$ cat src/rtl/module_cla_arbiter_if.sv
// Request/result bus between two requesters, one consumer and the shared-adder arbiter.
// The slave modport is the arbiter's view; the master modport is the requester/consumer side.
interface module_cla_arbiter_if #(
    parameter int WIDTH = 8
);
    logic             req0_pi;
    logic [WIDTH-1:0] a0_pi;
    logic [WIDTH-1:0] b0_pi;
    logic             req1_pi;
    logic [WIDTH-1:0] a1_pi;
    logic [WIDTH-1:0] b1_pi;
    logic             ack_pi;
    logic             gnt0_po;
    logic             gnt1_po;
    logic             busy_po;
    logic             valid_po;
    logic             id_po;
    logic [WIDTH-1:0] sum_po;
    logic             carry_po;

    modport slave (
        input  req0_pi, a0_pi, b0_pi,
        input  req1_pi, a1_pi, b1_pi,
        input  ack_pi,
        output gnt0_po, gnt1_po, busy_po, valid_po, id_po, sum_po, carry_po
    );

    modport master (
        output req0_pi, a0_pi, b0_pi,
        output req1_pi, a1_pi, b1_pi,
        output ack_pi,
        input  gnt0_po, gnt1_po, busy_po, valid_po, id_po, sum_po, carry_po
    );
endinterface

$ cat src/rtl/module_cla_arbiter.sv
// Round-robin arbiter sharing one carry-lookahead adder between two requesters.
// The adder has no carry-out port; the controller rebuilds the carry from the operand
// MSBs and the sum MSB.

// Carry-lookahead adder, sum only (the final carry is not exported).
module module_cla_8bits #(
    parameter int WIDTH2 = 8
) (
    input  logic [WIDTH2-1:0] a_pi,
    input  logic [WIDTH2-1:0] b_pi,
    output logic [WIDTH2-1:0] result_po
);
    logic [WIDTH2-1:0] gen;
    logic [WIDTH2-1:0] prop;
    logic [WIDTH2-1:0] carry;

    assign gen      = a_pi & b_pi;
    assign prop     = a_pi ^ b_pi;
    assign carry[0] = 1'b0;

    for (genvar i = 0; i < WIDTH2 - 1; i++) begin : g_carry
        assign carry[i+1] = gen[i] | (prop[i] & carry[i]);
    end

    assign result_po = prop ^ carry;
endmodule

module module_cla_arbiter #(
    parameter int WIDTH = 8
) (
    input  logic                 clk_pi,
    input  logic                 rst_n_pi,
    module_cla_arbiter_if.slave  bus
);
    typedef enum logic [1:0] {
        IDLE = 2'd0,
        CALC = 2'd1,
        DONE = 2'd2
    } state_t;

    state_t           state_q, state_d;
    logic             last_q, last_d;
    logic [WIDTH-1:0] a_q, a_d;
    logic [WIDTH-1:0] b_q, b_d;
    logic             gnt0_q, gnt0_d;
    logic             gnt1_q, gnt1_d;
    logic             busy_q, busy_d;
    logic             valid_q, valid_d;
    logic             id_q, id_d;
    logic [WIDTH-1:0] sum_q, sum_d;
    logic             carry_q, carry_d;
    logic [WIDTH-1:0] adder_sum;
    logic             pick;

    module_cla_8bits #(
        .WIDTH2 (WIDTH)
    ) u_adder (
        .a_pi      (a_q),
        .b_pi      (b_q),
        .result_po (adder_sum)
    );

    // Pick the winner: a lone requester wins, a tie goes to whoever was not served last.
    always_comb begin
        pick = ~last_q;
        if (bus.req0_pi && !bus.req1_pi) begin
            pick = 1'b0;
        end else if (bus.req1_pi && !bus.req0_pi) begin
            pick = 1'b1;
        end
    end

    // Next-state and next-output logic for the grant/compute/hold sequence.
    always_comb begin
        state_d = state_q;
        last_d  = last_q;
        a_d     = a_q;
        b_d     = b_q;
        gnt0_d  = 1'b0;
        gnt1_d  = 1'b0;
        busy_d  = busy_q;
        valid_d = valid_q;
        id_d    = id_q;
        sum_d   = sum_q;
        carry_d = carry_q;
        unique case (state_q)
            IDLE: begin
                if (bus.req0_pi || bus.req1_pi) begin
                    a_d     = pick ? bus.a1_pi : bus.a0_pi;
                    b_d     = pick ? bus.b1_pi : bus.b0_pi;
                    gnt0_d  = ~pick;
                    gnt1_d  = pick;
                    id_d    = pick;
                    last_d  = pick;
                    busy_d  = 1'b1;
                    state_d = CALC;
                end
            end
            CALC: begin
                sum_d   = adder_sum;
                carry_d = (a_q[WIDTH-1] & b_q[WIDTH-1])
                        | ((a_q[WIDTH-1] ^ b_q[WIDTH-1]) & ~adder_sum[WIDTH-1]);
                valid_d = 1'b1;
                state_d = DONE;
            end
            DONE: begin
                if (bus.ack_pi) begin
                    valid_d = 1'b0;
                    busy_d  = 1'b0;
                    state_d = IDLE;
                end
            end
            default: begin
                busy_d  = 1'b0;
                valid_d = 1'b0;
                state_d = IDLE;
            end
        endcase
    end

    // Register state and all outputs; reset discards any in-flight operation.
    always_ff @(posedge clk_pi) begin
        if (!rst_n_pi) begin
            state_q <= IDLE;
            last_q  <= 1'b1;
            a_q     <= '0;
            b_q     <= '0;
            gnt0_q  <= 1'b0;
            gnt1_q  <= 1'b0;
            busy_q  <= 1'b0;
            valid_q <= 1'b0;
            id_q    <= 1'b0;
            sum_q   <= '0;
            carry_q <= 1'b0;
        end else begin
            state_q <= state_d;
            last_q  <= last_d;
            a_q     <= a_d;
            b_q     <= b_d;
            gnt0_q  <= gnt0_d;
            gnt1_q  <= gnt1_d;
            busy_q  <= busy_d;
            valid_q <= valid_d;
            id_q    <= id_d;
            sum_q   <= sum_d;
            carry_q <= carry_d;
        end
    end

    assign bus.gnt0_po  = gnt0_q;
    assign bus.gnt1_po  = gnt1_q;
    assign bus.busy_po  = busy_q;
    assign bus.valid_po = valid_q;
    assign bus.id_po    = id_q;
    assign bus.sum_po   = sum_q;
    assign bus.carry_po = carry_q;
endmodule

$ cat src/flat_wrapper.sv
// flat-port wrapper written by rule: the top's interface ports become plain ports
module module_cla_arbiter_flat 
#(
    parameter int WIDTH = 8
)
  (clk_pi, rst_n_pi, bus_req0_pi, bus_a0_pi, bus_b0_pi, bus_req1_pi, bus_a1_pi, bus_b1_pi, bus_ack_pi, bus_gnt0_po, bus_gnt1_po, bus_busy_po, bus_valid_po, bus_id_po, bus_sum_po, bus_carry_po);
  module_cla_arbiter_if #(.WIDTH(WIDTH)) bus_i ();
  input  logic clk_pi;
  input  logic rst_n_pi;
  input wire logic [$bits(bus_i.req0_pi)-1:0] bus_req0_pi;
  input wire logic [$bits(bus_i.a0_pi)-1:0] bus_a0_pi;
  input wire logic [$bits(bus_i.b0_pi)-1:0] bus_b0_pi;
  input wire logic [$bits(bus_i.req1_pi)-1:0] bus_req1_pi;
  input wire logic [$bits(bus_i.a1_pi)-1:0] bus_a1_pi;
  input wire logic [$bits(bus_i.b1_pi)-1:0] bus_b1_pi;
  input wire logic [$bits(bus_i.ack_pi)-1:0] bus_ack_pi;
  output wire logic [$bits(bus_i.gnt0_po)-1:0] bus_gnt0_po;
  output wire logic [$bits(bus_i.gnt1_po)-1:0] bus_gnt1_po;
  output wire logic [$bits(bus_i.busy_po)-1:0] bus_busy_po;
  output wire logic [$bits(bus_i.valid_po)-1:0] bus_valid_po;
  output wire logic [$bits(bus_i.id_po)-1:0] bus_id_po;
  output wire logic [$bits(bus_i.sum_po)-1:0] bus_sum_po;
  output wire logic [$bits(bus_i.carry_po)-1:0] bus_carry_po;
  assign bus_i.req0_pi = bus_req0_pi;
  assign bus_i.a0_pi = bus_a0_pi;
  assign bus_i.b0_pi = bus_b0_pi;
  assign bus_i.req1_pi = bus_req1_pi;
  assign bus_i.a1_pi = bus_a1_pi;
  assign bus_i.b1_pi = bus_b1_pi;
  assign bus_i.ack_pi = bus_ack_pi;
  assign bus_gnt0_po = bus_i.gnt0_po;
  assign bus_gnt1_po = bus_i.gnt1_po;
  assign bus_busy_po = bus_i.busy_po;
  assign bus_valid_po = bus_i.valid_po;
  assign bus_id_po = bus_i.id_po;
  assign bus_sum_po = bus_i.sum_po;
  assign bus_carry_po = bus_i.carry_po;
  module_cla_arbiter #(.WIDTH(WIDTH)) u_core (.clk_pi(clk_pi), .rst_n_pi(rst_n_pi), .bus(bus_i));
endmodule
$ cat config.mk
export PLATFORM = sky130hd
export DESIGN_NAME = module_cla_arbiter_flat
export DESIGN_NICKNAME = d
export VERILOG_FILES = /design/src/rtl/module_cla_arbiter_if.sv /design/src/rtl/module_cla_arbiter.sv /design/src/flat_wrapper.sv
export SDC_FILE = /design/constraint.sdc
export NUM_CORES = 1
export LEC_CHECK = 0
export ABC_AREA = 1
export ABC_CLOCK_PERIOD_IN_PS = 4400
export CAP_MARGIN = 10
export CORE_ASPECT_RATIO = 1.2
export CORE_MARGIN = 2
export CORE_UTILIZATION = 27
export DETAILED_ROUTE_END_ITERATION = 6
export SYNTH_ARGS = -nofsm -noshare
export SYNTH_HDL_FRONTEND = slang
export SYNTH_SLANG_ARGS = --single-unit
$ cat constraint.sdc
create_clock -name clk_pi -period 4.4 [get_ports clk_pi]
set_input_delay 0.88 -clock clk_pi [delete_from_list [all_inputs] [get_ports clk_pi]]
set_output_delay 0.88 -clock clk_pi [all_outputs]
set_load 0.02 [all_outputs]
==> report_table.html <==
<h3>Flow metrics</h3>
<table>
<tr><th>Metric</th><th>Value</th></tr>
<tr><th colspan="2">Finish</th></tr>
<tr><td>Fraction of final layout cells with drive strength greater than 1</td><td>around 5.7%</td></tr>
<tr><td>Layout Area Growth over Synthesis</td><td>40.9%</td></tr>
<tr><td>Most frequently placed logic cell in the final layout</td><td>clkdlybuf4s50_1</td></tr>
<tr><td>Diodes inserted</td><td>0</td></tr>
<tr><td>Fin nets</td><td>288</td></tr>
<tr><td>Area of all placed cells without fillers</td><td>roughly 0.0022 mm2</td></tr>
<tr><td>Commonest cells after routing, fill and taps aside</td><td>clkdlybuf4s50_1 (50), nor2_1 (38), nand3_1 (37)</td></tr>
<tr><td># fillers</td><td>580</td></tr>
<tr><td>Tally of non-filler cells in the final layout</td><td>308</td></tr>
<tr><th colspan="2">Placement</th></tr>
<tr><td>Post-Place Cells</td><td>300</td></tr>
<tr><td>Pre-CTS setup slack</td><td>0.461 ns</td></tr>
<tr><td>Placed wire-length estimate after detailed placement</td><td>2750 um</td></tr>
<tr><td>Number of port buffers</td><td>roughly 50</td></tr>
<tr><td>Post-placement cell area</td><td>0.00204 mm2</td></tr>
<tr><td>Global placer's final weighted congestion</td><td>~0.74</td></tr>
<tr><th colspan="2">STA</th></tr>
<tr><td>TNS Setup</td><td>0 ns</td></tr>
<tr><td>Worst hold margin</td><td>around 0.45 ns</td></tr>
<tr><td>Final Critical Period</td><td>between 3 and 4 ns</td></tr>
<tr><td>Setup slack of the critical path after layout</td><td>0.470 ns</td></tr>
<tr><td>Achievable frequency</td><td>between 200 and 300 MHz</td></tr>
<tr><td>Final Hold Fails</td><td>0</td></tr>
<tr><td>RSZ-0062 raised after global routing</td><td>no</td></tr>
<tr><td>Final tally of max-slew violations</td><td>0</td></tr>
<tr><td>Final setup violation count</td><td>0</td></tr>
<tr><td>Share of the clock period used by the worst path</td><td>89.3%</td></tr>
<tr><td>Worst slew slack as a fraction of its limit</td><td>38.4%</td></tr>
<tr><td>Least-Margin Pin Slew</td><td>0.921 ns</td></tr>
<tr><th colspan="2">Floorplan</th></tr>
<tr><td>Die boundary height</td><td>86.5 um</td></tr>
<tr><td>Std cell rows</td><td>30</td></tr>
<tr><td>Area inside the core boundary</td><td>approximately 0.0056 mm2</td></tr>
<tr><td>Effective utilization at floorplan</td><td>27.6%</td></tr>
<tr><td>Floorplan die area</td><td>~0.0063 mm2</td></tr>
<tr><td># IOs</td><td>51</td></tr>
<tr><td>Horizontal die dimension</td><td>72.8 um</td></tr>
<tr><th colspan="2">Clock tree</th></tr>
<tr><td>Resized cells post-CTS</td><td>0</td></tr>
<tr><td>Number of clock sinks seen by CTS</td><td>33</td></tr>
<tr><td>Number of buffers inserted by post-CTS setup repair</td><td>0</td></tr>
<tr><td>CTS tree</td><td>yes</td></tr>
<tr><td>Library cell used as clock root buffer</td><td>clkbuf_8</td></tr>
<tr><td>Clock buffer count from CTS</td><td>5</td></tr>
<tr><td>Hold_buf cts</td><td>0</td></tr>
<tr><td>Clock transition at the registers of the reported paths</td><td>~0.070 ns</td></tr>
<tr><td>Clock H-tree levels</td><td>2</td></tr>
<tr><td>Maximum clock insertion buffer count</td><td>2</td></tr>
<tr><th colspan="2">Synthesis</th></tr>
<tr><td>XORs/XNORs by Area</td><td>0%</td></tr>
<tr><td># Cells Yosys</td><td>195</td></tr>
<tr><td>Share of synthesized area occupied by flip-flops and latches</td><td>43.1%</td></tr>
<tr><td>Post-synthesis share of cell area spent on and, or, nand and nor gates</td><td>roughly 30%</td></tr>
<tr><td>Yosys top cell area share</td><td>43.1%</td></tr>
<tr><td>Share of synthesized area spent on multiplexers</td><td>0%</td></tr>
<tr><td>Synthesized Nets</td><td>240</td></tr>
<tr><td>Mean post-synth cell area</td><td>7.86 um2</td></tr>
<tr><td>Comb area leader</td><td>simple AND/OR/NAND/NOR gates</td></tr>
<tr><td>Number of library cell types mapped by synthesis</td><td>19</td></tr>
<tr><td>Compound-gate portion of the synthesized area</td><td>8.65%</td></tr>
<tr><td>Area leader, netlist</td><td>dfxtp_1</td></tr>
<tr><td>Adder Share, Synth</td><td>about a tenth</td></tr>
<tr><td>Total number of yosys warnings</td><td>0</td></tr>
<tr><td>Yosys Chip Area</td><td>approximately 0.0015 mm2</td></tr>
<tr><td>Count of mapped cells out of synthesis</td><td>195</td></tr>
<tr><td>Top area cells in the synthesized netlist</td><td>dfxtp_1 (43%), nand3_1 (12%), nor2_1 (9.3%)</td></tr>
<tr><td>Post-Syn Area</td><td>about 0.0015 mm2</td></tr>
<tr><td>Ys flops</td><td>33</td></tr>
<tr><th colspan="2">Worst hold path</th></tr>
<tr><td>Type of the worst min-delay path</td><td>reg -&gt; reg</td></tr>
<tr><th colspan="2">Run</th></tr>
<tr><td>Tool warnings</td><td>26</td></tr>
<tr><td>Count of max-cap constraint violations</td><td>0</td></tr>
<tr><th colspan="2">Worst setup path</th></tr>
<tr><td>Largest stage delay on the critical path</td><td>between 0.4 and 0.5 ns</td></tr>
<tr><td>Critical Path End Type</td><td>register</td></tr>
<tr><td>Critical path data required time</td><td>4.63 ns</td></tr>
<tr><td>Critical Path Source Type</td><td>register</td></tr>
<tr><td>Largest fanout of any net on the critical path</td><td>2</td></tr>
<tr><td>WS Path Type</td><td>reg -&gt; reg</td></tr>
<tr><td>Worst path slowest cell</td><td>fa_1</td></tr>
<tr><td>Crit path cell chain</td><td>ha_1, fa_1, fa_1, fa_1, fa_1, fa_1, fa_1, inv_1, fa_1, a21oi_1</td></tr>
<tr><td>Most common cell on crit path</td><td>fa_1</td></tr>
<tr><td>Worst Path Buf+Inv</td><td>1</td></tr>
<tr><td>Arrival time worst endpoint</td><td>about 4.2 ns</td></tr>
<tr><td>Critical path's top delay family</td><td>adder cells</td></tr>
<tr><th colspan="2">Route</th></tr>
<tr><td>DRC</td><td>0</td></tr>
<tr><td>1st-iter DRT viols</td><td>98</td></tr>
<tr><td>Number of routed nets with antenna violations</td><td>0</td></tr>
<tr><td>Avg Vias per Cell</td><td>4.58</td></tr>
<tr><td>Detailed-router iteration count before antenna repair</td><td>4</td></tr>
<tr><th colspan="2">Global routing</th></tr>
<tr><td>Antenna violations before repair</td><td>0</td></tr>
<tr><td>Remaining global-route overflow</td><td>0</td></tr>
<tr><td>Global-route wire length before repair</td><td>6190 um</td></tr>
<tr><td>Largest net degree at the start of global routing</td><td>23</td></tr>
<tr><td>Via count of the first global-routing pass</td><td>~1400</td></tr>
<tr><th colspan="2">Pwr</th></tr>
<tr><td>Worst vdd rail ir drop</td><td>0.114 mV</td></tr>
<tr><td>Static leakage power</td><td>0.939 nW</td></tr>
<tr><td>Power per cell area</td><td>393 mW/mm2</td></tr>
<tr><th colspan="2">Run status</th></tr>
<tr><td>Result of the run</td><td>completed</td></tr>
</table>
==> layer usage <==
metal / global-route usage [%] / vias to the layer above / routed length [um]
met4: 7.07 / 0 / 89
li1: - / 725 / -
met1: 14.5 / 643 / 1590
met5: 0 / - / 0
met3: 2.67 / 8 / 170
met2: 22.7 / 35 / 1870
==> sequential cells by signal, indices dropped and copies added, names as in the netlist <==
| signal | cells |
|---|---|
| u_core.bus.busy_po | 1 |
| u_core.bus.sum_po | 8 |
| u_core.bus.gnt1_po | 1 |
| u_core.b_q | 8 |
| u_core.state_q | 2 |
| u_core.last_q | 1 |
| u_core.bus.valid_po | 1 |
| u_core.bus.id_po | 1 |
| u_core.bus.gnt0_po | 1 |
| u_core.bus.carry_po | 1 |
| u_core.a_q | 8 |
==> tightest hold or removal path: cells and delay by family, from the launching register on <==
family | cells | cell delay [ns]
flops | 1 | 0.31
simple gates | 2 | 0.10
==> stage by stage <==
| step | utilization, % | power [mW] |
|---|---|---|
| 4_1_cts | 38.9 | 0.857 |
| 3_3_place_gp | 36.8 | 0.559 |
| 5_1_grt | 38.9 | 0.897 |
| 6_report | 38.9 | 0.849 |
| 2_1_floorplan | - | 0.477 |
| 3_5_place_dp | 36.8 | 0.560 |
==> cells in the mapped netlist (all sizes together) <==
| cell type | number |
|---|---|
| nor2 | 41 |
| nand3 | 37 |
| dfxtp | 33 |
| nand2 | 28 |
| o21ai | 17 |
| inv | 16 |
| buf | 8 |
| fa | 7 |
| a21oi | 5 |
| a211oi | 1 |
| clkbuf | 1 |
| ha | 1 |
==> path summary, 6_finish.rpt <==
| kind | from | end | slack [ns] | depth (start not counted) |
|---|---|---|---|---|
| worst min-delay path | u_core.bus.id_po | u_core.bus.id_po | 0.45 | 2 |
| worst max-delay path | u_core.b_q[0] | u_core.bus.sum_po[7] | 0.47 | 10 |
| worst min register to register | u_core.bus.id_po | u_core.bus.id_po | 0.45 | 2 |
| worst max register to register | u_core.b_q[0] | u_core.bus.sum_po[7] | 0.47 | 10 |
==> cell families (layout without fill, tap and decap cells) <==
logic type | count (synthesis) | in the layout
AOI/OAI and AO/OA | 23 | 23
adders and majority gates | 8 | 8
and+or+nand+nor | 106 | 106
DFF | 33 | 33
buffers and inverters | 25 | 74
==> report_power, final <==
group          switching [mW]  leakage (nW)  internal, mW  total [mW]
registers              0.0212         0.272         0.334       0.356
clock network           0.112        0.0585         0.185       0.297
logic                   0.105         0.608        0.0906       0.196
total                   0.239         0.939         0.610       0.849
==> cell type report <==
class,instances,area [um2],area share [%]
inverters,16,60.1,2.78
repair buffers,50,500,23.2
clock inverters,1,30.0,1.39
flip-flops and latches,33,661,30.6
multi-input cells,137,742,34.4
clock buffers,7,86.3,4.00
well taps,64,80.1,3.71
m3.png
The bar under the picture is 20 um long.
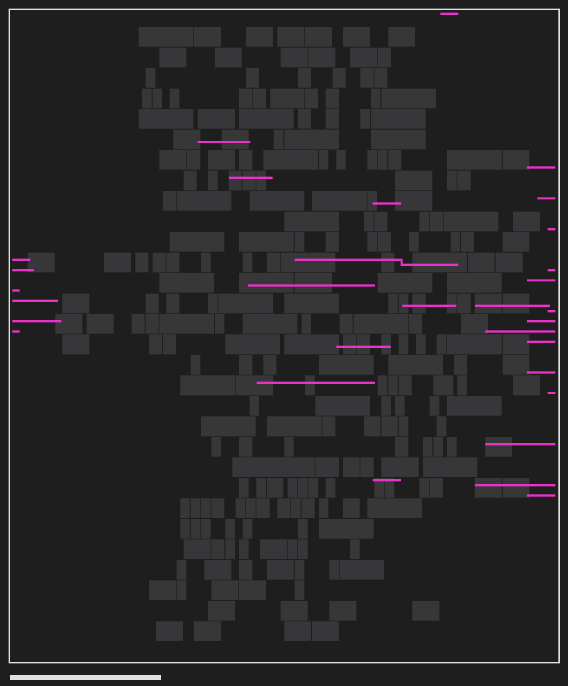
share of all routed wire: 4.6%
main direction: horizontal
longest straight run: 16.6 um
Routed WL: 3730 um
via total after detailed routing: 1411
met3 demand-to-capacity share in global routing: 2.67%

clock_wires.png
The bar under the picture is 20 um long.
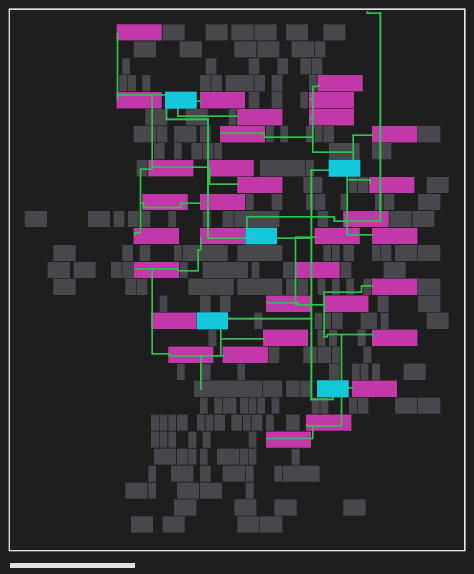
[clock-net drivers] cyan | count: 5
[clock wires] green | length: 466 um
[flip-flops] magenta | count: 33
routed clock nets: 6
insertion delay of the later-clocked pin in the worst-skew pair: 0.29 ns
relative contribution of the clock network to total power: 35.0%
Fin Clk Skew: 0.00665 ns

congestion_map.png
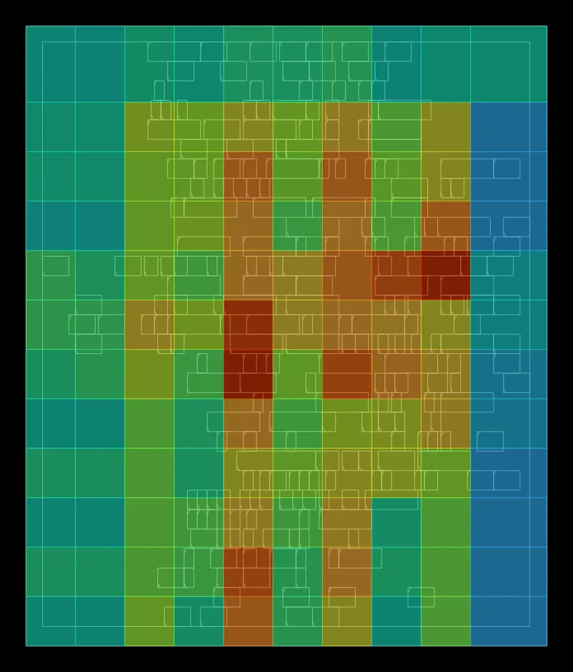
global routing usage summed across all routing layers: 13.0%
utilization after layout: 38.9%
wire per inst: 12.1 um

Power figures rest on the tool's default switching activity, not on a simulated workload.
